### src/rtl/mem_arb_pkg.sv
// mem_arb_pkg: shared types and constants for the unified-memory port arbiter.
// Latency: n/a (declarations only).
// Backpressure: n/a.
// Contents: FSM state enum, requester IDs, access-size codes, latency counter width.
package mem_arb_pkg;

    typedef enum logic [1:0] {
        IDLE  = 2'd0,
        ISSUE = 2'd1,
        WAIT  = 2'd2,
        RESP  = 2'd3
    } arb_state_e;

    // Requester identifiers; IF is the reset owner and the reset last-grant value.
    localparam logic REQ_IF = 1'b0;
    localparam logic REQ_DM = 1'b1;

    // Access size codes as carried on DmBHW / MemBHW.
    localparam logic [1:0] BHW_BYTE = 2'd0;
    localparam logic [1:0] BHW_HALF = 2'd1;
    localparam logic [1:0] BHW_WORD = 2'd2;

    // Latency counter holds up to MEM_LATENCY-1 = 14.
    localparam int CNT_W = 4;

    // The requester that is not 'id'.
    function automatic logic other_req(input logic id);
        return ~id;
    endfunction

endpackage

### src/rtl/arb_pick.sv
// arb_pick: combinational winner selection between fetch and data requests.
// Latency: purely combinational, zero cycles.
// Backpressure: none; the caller decides when the pick is consumed.
// Ports: if_req_i/dm_req_i request levels, last_i last granted ID (round-robin
// build only), vld_o any request present, pick_o winning requester ID.
// Macro ARB_ROUND_ROBIN_EN selects alternating tie-breaking; otherwise data wins.
module arb_pick
    import mem_arb_pkg::*;
(
`ifdef ARB_ROUND_ROBIN_EN
    input  logic last_i,
`endif
    input  logic if_req_i,
    input  logic dm_req_i,
    output logic vld_o,
    output logic pick_o
);

    always_comb begin
        vld_o  = if_req_i | dm_req_i;
        pick_o = REQ_IF;
`ifdef ARB_ROUND_ROBIN_EN
        // On a tie, the requester that was not granted last goes next.
        if (if_req_i && dm_req_i) begin
            pick_o = other_req(last_i);
        end else if (dm_req_i) begin
            pick_o = REQ_DM;
        end
`else
        if (dm_req_i) begin
            pick_o = REQ_DM;
        end
`endif
    end

endmodule

### src/rtl/mem_port_arbiter.sv
// mem_port_arbiter: shares one single-ported memory between fetch and data paths.
// Latency: Req in cycle 0 -> MemEn cycle 1 -> Done cycle 2+MEM_LATENCY.
// Backpressure: level Req held until Done; Stall freezes the core meanwhile.
// Ports: Clk/Reset (async, active-high); IfReq/IfAddr/IfRdata/IfDone fetch side;
// DmReq/DmWrite/DmAddr/DmWdata/DmBHW/DmRdata/DmDone data side;
// MemEn/MemWrite/MemAddr/MemWdata/MemBHW/MemRdata memory macro side; Stall to core.
// Macro ARB_ROUND_ROBIN_EN enables round-robin tie-breaking (default: data wins).
// MEM_LATENCY legal range 1..15.
module mem_port_arbiter
    import mem_arb_pkg::*;
#(
    parameter int ADDR_W      = 32,
    parameter int DATA_W      = 32,
    parameter int MEM_LATENCY = 2
) (
    input  logic              Clk,
    input  logic              Reset,
    input  logic              IfReq,
    input  logic [ADDR_W-1:0] IfAddr,
    output logic [DATA_W-1:0] IfRdata,
    output logic              IfDone,
    input  logic              DmReq,
    input  logic              DmWrite,
    input  logic [ADDR_W-1:0] DmAddr,
    input  logic [DATA_W-1:0] DmWdata,
    input  logic [1:0]        DmBHW,
    output logic [DATA_W-1:0] DmRdata,
    output logic              DmDone,
    output logic              MemEn,
    output logic              MemWrite,
    output logic [ADDR_W-1:0] MemAddr,
    output logic [DATA_W-1:0] MemWdata,
    output logic [1:0]        MemBHW,
    input  logic [DATA_W-1:0] MemRdata,
    output logic              Stall
);

    localparam logic [CNT_W-1:0] CNT_LOAD = CNT_W'(MEM_LATENCY - 1);

    arb_state_e        state_q,     state_d;
    logic [CNT_W-1:0]  cnt_q,       cnt_d;
    logic              owner_q,     owner_d;
    logic              op_wr_q,     op_wr_d;
    logic              mem_en_q,    mem_en_d;
    logic              mem_write_q, mem_write_d;
    logic [ADDR_W-1:0] mem_addr_q,  mem_addr_d;
    logic [DATA_W-1:0] mem_wdata_q, mem_wdata_d;
    logic [1:0]        mem_bhw_q,   mem_bhw_d;
    logic [DATA_W-1:0] if_rdata_q,  if_rdata_d;
    logic [DATA_W-1:0] dm_rdata_q,  dm_rdata_d;
    logic              if_done_q,   if_done_d;
    logic              dm_done_q,   dm_done_d;

    logic              pick_vld;
    logic              pick_id;
    logic              grant;
    logic              grant_id;

`ifdef ARB_ROUND_ROBIN_EN
    logic              last_q, last_d;
`endif

    arb_pick u_pick (
`ifdef ARB_ROUND_ROBIN_EN
        .last_i   (last_q),
`endif
        .if_req_i (IfReq),
        .dm_req_i (DmReq),
        .vld_o    (pick_vld),
        .pick_o   (pick_id)
    );

    always_comb begin
        state_d     = state_q;
        cnt_d       = cnt_q;
        owner_d     = owner_q;
        op_wr_d     = op_wr_q;
        mem_en_d    = 1'b0;
        mem_write_d = 1'b0;
        mem_addr_d  = mem_addr_q;
        mem_wdata_d = mem_wdata_q;
        mem_bhw_d   = mem_bhw_q;
        if_rdata_d  = if_rdata_q;
        dm_rdata_d  = dm_rdata_q;
        if_done_d   = 1'b0;
        dm_done_d   = 1'b0;
        grant       = 1'b0;
        grant_id    = REQ_IF;

        case (state_q)
            IDLE: begin
                if (pick_vld) begin
                    grant    = 1'b1;
                    grant_id = pick_id;
                end
            end
            ISSUE: begin
                cnt_d   = CNT_LOAD;
                state_d = WAIT;
            end
            WAIT: begin
                if (cnt_q == '0) begin
                    // Read data is valid this cycle; stores leave Rdata untouched.
                    if (!op_wr_q) begin
                        if (owner_q == REQ_DM) begin
                            dm_rdata_d = MemRdata;
                        end else begin
                            if_rdata_d = MemRdata;
                        end
                    end
                    if (owner_q == REQ_DM) begin
                        dm_done_d = 1'b1;
                    end else begin
                        if_done_d = 1'b1;
                    end
                    state_d = RESP;
                end else begin
                    cnt_d = cnt_q - 1'b1;
                end
            end
            RESP: begin
                // The owner is still holding Req during its Done cycle, so only
                // the other requester can be granted straight from here.
                state_d = IDLE;
                if ((owner_q == REQ_DM) ? IfReq : DmReq) begin
                    grant    = 1'b1;
                    grant_id = other_req(owner_q);
                end
            end
            default: state_d = IDLE;
        endcase

        if (grant) begin
            state_d  = ISSUE;
            owner_d  = grant_id;
            mem_en_d = 1'b1;
            if (grant_id == REQ_DM) begin
                op_wr_d     = DmWrite;
                mem_write_d = DmWrite;
                mem_addr_d  = DmAddr;
                mem_wdata_d = DmWdata;
                mem_bhw_d   = DmBHW;
            end else begin
                // Fetch is always a word read; write data is left as it was.
                op_wr_d    = 1'b0;
                mem_addr_d = IfAddr;
                mem_bhw_d  = BHW_WORD;
            end
        end
    end

`ifdef ARB_ROUND_ROBIN_EN
    assign last_d = grant ? grant_id : last_q;
`endif

    always_ff @(posedge Clk or posedge Reset) begin
        if (Reset) begin
            state_q     <= IDLE;
            cnt_q       <= '0;
            owner_q     <= REQ_IF;
            op_wr_q     <= 1'b0;
            mem_en_q    <= 1'b0;
            mem_write_q <= 1'b0;
            mem_addr_q  <= '0;
            mem_wdata_q <= '0;
            mem_bhw_q   <= '0;
            if_rdata_q  <= '0;
            dm_rdata_q  <= '0;
            if_done_q   <= 1'b0;
            dm_done_q   <= 1'b0;
`ifdef ARB_ROUND_ROBIN_EN
            last_q      <= REQ_IF;
`endif
        end else begin
            state_q     <= state_d;
            cnt_q       <= cnt_d;
            owner_q     <= owner_d;
            op_wr_q     <= op_wr_d;
            mem_en_q    <= mem_en_d;
            mem_write_q <= mem_write_d;
            mem_addr_q  <= mem_addr_d;
            mem_wdata_q <= mem_wdata_d;
            mem_bhw_q   <= mem_bhw_d;
            if_rdata_q  <= if_rdata_d;
            dm_rdata_q  <= dm_rdata_d;
            if_done_q   <= if_done_d;
            dm_done_q   <= dm_done_d;
`ifdef ARB_ROUND_ROBIN_EN
            last_q      <= last_d;
`endif
        end
    end

    assign MemEn    = mem_en_q;
    assign MemWrite = mem_write_q;
    assign MemAddr  = mem_addr_q;
    assign MemWdata = mem_wdata_q;
    assign MemBHW   = mem_bhw_q;
    assign IfRdata  = if_rdata_q;
    assign DmRdata  = dm_rdata_q;
    assign IfDone   = if_done_q;
    assign DmDone   = dm_done_q;

    // Combinational so the core freezes in the very cycle a request appears.
    assign Stall = ~Reset & ((IfReq & ~if_done_q) | (DmReq & ~dm_done_q));

endmodule
### config.mk
export PLATFORM = sky130hd
export DESIGN_NAME = mem_port_arbiter
export DESIGN_NICKNAME = d
export VERILOG_FILES = /design/src/rtl/mem_arb_pkg.sv /design/src/rtl/arb_pick.sv /design/src/rtl/mem_port_arbiter.sv
export SDC_FILE = /design/constraint.sdc
export NUM_CORES = 1
export LEC_CHECK = 0
export CAP_MARGIN = 20
export CORE_MARGIN = 2
export CORE_UTILIZATION = 43
export DETAILED_ROUTE_END_ITERATION = 10
export PLACE_DENSITY_LB_ADDON = 0.05
export SLEW_MARGIN = 20
export SYNTH_ARGS = -nofsm -noshare
export SYNTH_HDL_FRONTEND = slang
export SYNTH_SLANG_ARGS = --single-unit
### constraint.sdc
create_clock -name Clk -period 5.9 [get_ports Clk]
set_clock_uncertainty 0.05 [all_clocks]
set_input_delay 0.885 -clock Clk [delete_from_list [all_inputs] [get_ports Clk]]
set_output_delay 0.885 -clock Clk [all_outputs]
set_load 0.02 [all_outputs]
**Run 1: PDN straps and rails**

The bar under the picture is 50 um long. Pins as bars on the die edge.
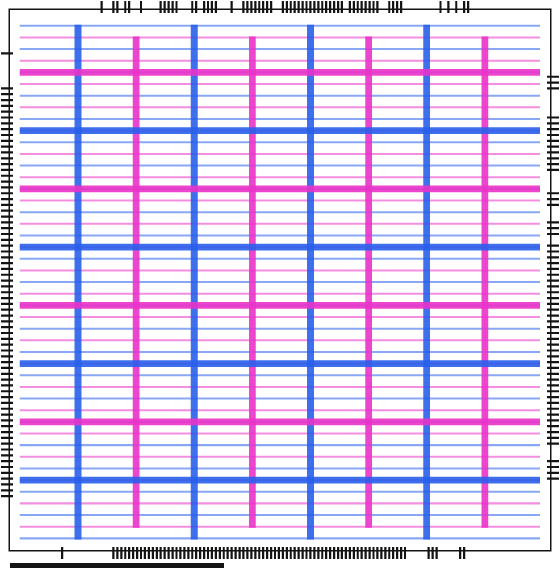
VSS: shown in blue. VDD: shown in magenta.
8 straps on met5. The core has 44 rows.
maximum vdd drop: 0.2830 mV
Die Wd: 126.1 um
Chip Height: 126.1 um
core area: 0.01453 sq mm

**Run 1: placed cells, one color a class**

The bar under the picture is 50 um long.
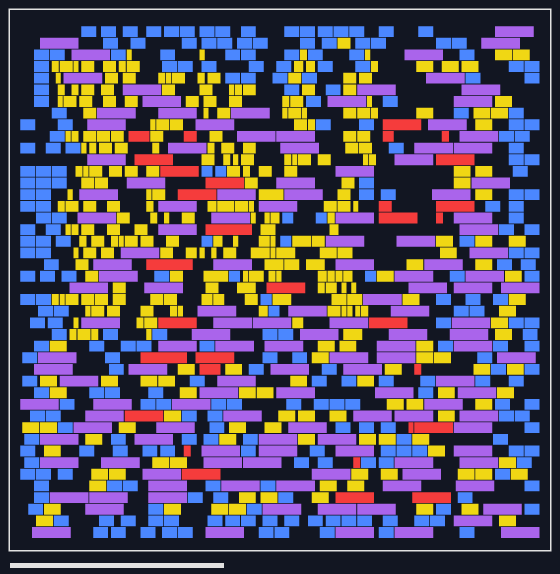
remaining logic cells: shown in yellow, cells 316. clock drivers and dummy loads: shown in red, cells 31. remaining buffers and delay cells: shown in blue, cells 279. registers: shown in purple, cells 142.
Seq/total area: 36.22%
design area: 0.009811 sq mm
number of core rows: 44
final core occ: 67.50%

==> impl_metrics.csv, run 1 <==
group,metric,value,unit
run_status,status,"finished, final reports clean",
pwr,powerComb,3.00,mW
synthesis,yosys.cell_count.top_type,"sky130_fd_sc_hd__dfrtp_1",
place,post-place-ws,1.940,ns
synthesis,ys_ff,142,
place,placedInstanceArea,0.009214,sq mm
finish,seq_area,0.003553,sq mm
floorplan,tapcell.inserted,184,
finish,logic_area,0.002616,sq mm
floorplan,initial_utilization,44.09,%
synthesis,post_synth_xor_area_fraction,0,%
pwr,powerSeq,1.73,mW
cts,clock-root-buffer,"sky130_fd_sc_hd__clkbuf_16",
critical_path,worst-path-stages,4,
critical_path,r2r-end,"MemBHW[1]",
critical_path,crit_end,"Stall",
critical_path,crit_path_cell_trace,"clkdlybuf4s50_1 > nand2b_1 > a21oi_1 > clkdlybuf4s50_1",
flow_run,stage_log_warnings,30,
pwr,p_int,3.495,mW
place,port_buffers,269,
synthesis,largest_area_cell,"sky130_fd_sc_hd__dfrtp_1",
sta,layout_worst_path_cycle_share,64.92,%
critical_path,worst_r2r_startpoint,"state_q[0]",
critical_path,crit_path_end_kind,"output pin",
finish,largest_cell_class_by_area,"registers",
cts,cts-htree-levels,4,
place,dpl.hpwl,13.06,mm
synthesis,syn-cell-area,0.006409,sq mm
synthesis,number_of_enable_type_register_cells_in_the_synthesized_netlist,0,
floorplan,num_io_pins,270,
global_routing,grt_most_used_layer,"met2",
sta,worst_max_slew_pin_slew,1.067,ns
sta,rsz0062_at_grt,"false",
sta,timing_hold_violations_final,0,
global_routing,gr-usage-met3,6.967,%
sta,hold_ws,0.4308,ns
critical_path,cp.buffers_inverters,2,
finish,areaGrowthSynthToFinish,53.08,%
finish,layout.clock.cell_area_share,6.083,%
synthesis,aoi_share,15.37,%
cts,numCtsBuffers,17,
cts,postCtsSetupRepairBufs,0,
finish,lay_top_cells,"sky130_fd_sc_hd__clkdlybuf4s50_1 (269), sky130_fd_sc_hd__dfrtp_1 (142), sky130_fd_sc_hd__mux2_1 (96)",
synthesis,synth.cellmix.simpleShare,6.404,%
finish,buffer_area_share,28.21,%
**Run 1: clock distribution**

The bar under the picture is 50 um long.
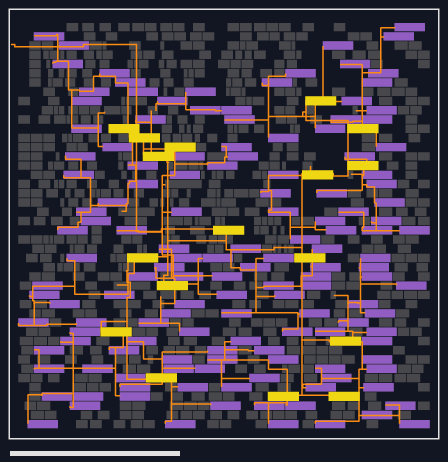
flip-flops: shown in purple, count 142. clock-net drivers: shown in yellow, count 17. clock wires: shown in orange, length 1,810 um.
There are 18 routed clock nets. Position of the flops: widely spread.
Late-Pin Clk Latency: 0.42 ns
fraction of power consumed by the clock network: 18.7%
Clock Power: 1.09 mW

**Run 1: metal layers overlaid**

Two of the layers only.
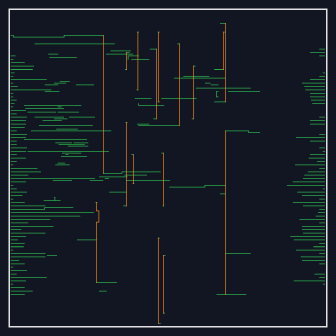
M4: shown in orange, wire length 463 um. M3: shown in green, wire length 1,560 um.
routed wirelength normalized by instance count: 20.06 um
global-route usage over all layers: 24.14%
Total Routed Length: 19.10 mm

**Run 1: cell placement**

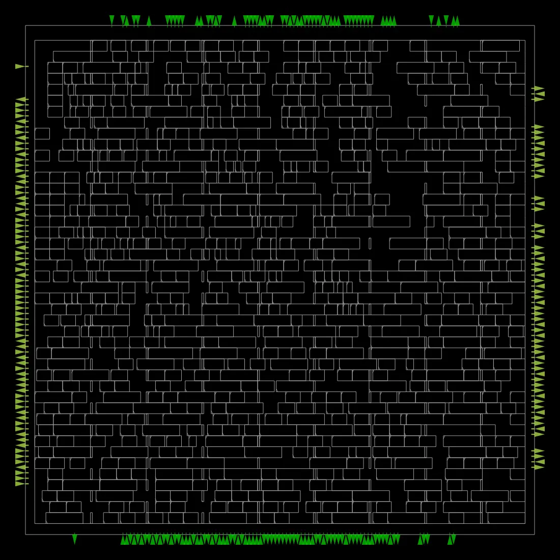

==> inputs of run 2 (changes only) <==
--- a/config.mk
+++ b/config.mk
@@ -7,7 +7,7 @@
 export LEC_CHECK = 0
 export CAP_MARGIN = 20
 export CORE_MARGIN = 2
-export CORE_UTILIZATION = 43
+export CORE_UTILIZATION = 39
 export DETAILED_ROUTE_END_ITERATION = 10
 export PLACE_DENSITY_LB_ADDON = 0.05
 export SLEW_MARGIN = 20
==> constraint.sdc (replaced) <==
create_clock -name Clk -period 3.1 [get_ports Clk]
set_clock_uncertainty 0.05 [all_clocks]
set_input_delay 0.465 -clock Clk [delete_from_list [all_inputs] [get_ports Clk]]
set_output_delay 0.465 -clock Clk [all_outputs]
set_load 0.02 [all_outputs]
**Run 2: cell placement**

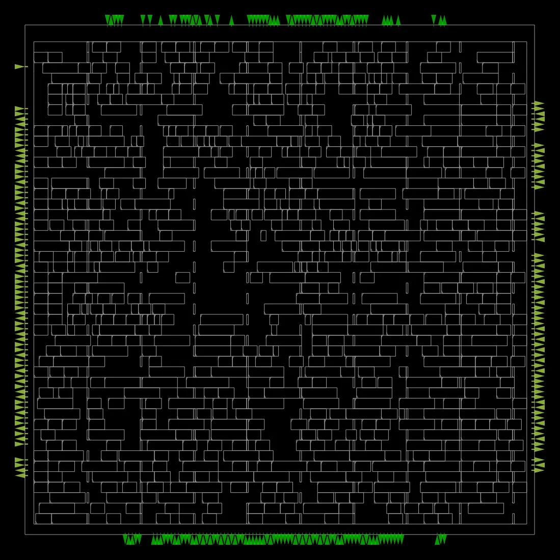
core area: 0.01600 sq mm
number of standard cells in the layout, taps in and fillers out: 992

==> run 2 against run 1 <==
Sequential share of layout area decreased by 0.42 points. Synthesized area unchanged. Synthesized cell count is the same. First-iteration DRC count shrank 17%. Hold slack better by 0.0019 ns. Die size is 9.9% higher. Cell count rose by 4.2%. Sequential cell count stayed put. Critical path type is now reg2reg.
==> impl_metrics.csv, run 2 <==
group,metric,value,unit
finish,layout.clock.cell_area_share,6.012,%
critical_path,worst-path-stages,5,
pwr,powerSeq,3.27,mW
place,post-place-ws,0.4352,ns
global_routing,grt.total_usage,21.60,%
floorplan,num_io_pins,270,
route,wl_per_cell,19.10,um
run_status,status,"finished, final reports clean",
floorplan,die.size.y,132.2,um
pwr,p_clk,2.05,mW
cts,clock-root-buffer,"sky130_fd_sc_hd__clkbuf_16",
cts,numCtsBuffers,17,
synthesis,post_synth_xor_area_fraction,0,%
floorplan,initial_utilization,40.05,%
synthesis,aoi_share,15.37,%
finish,areaGrowthSynthToFinish,54.90,%
pwr,power_frac_clock,18.5,%
finish,buffer_area_share,28.66,%
route,routed_wirelength,18.95,mm
cts,cts-htree-levels,4,
Power is estimated from default activity; no workload was simulated.
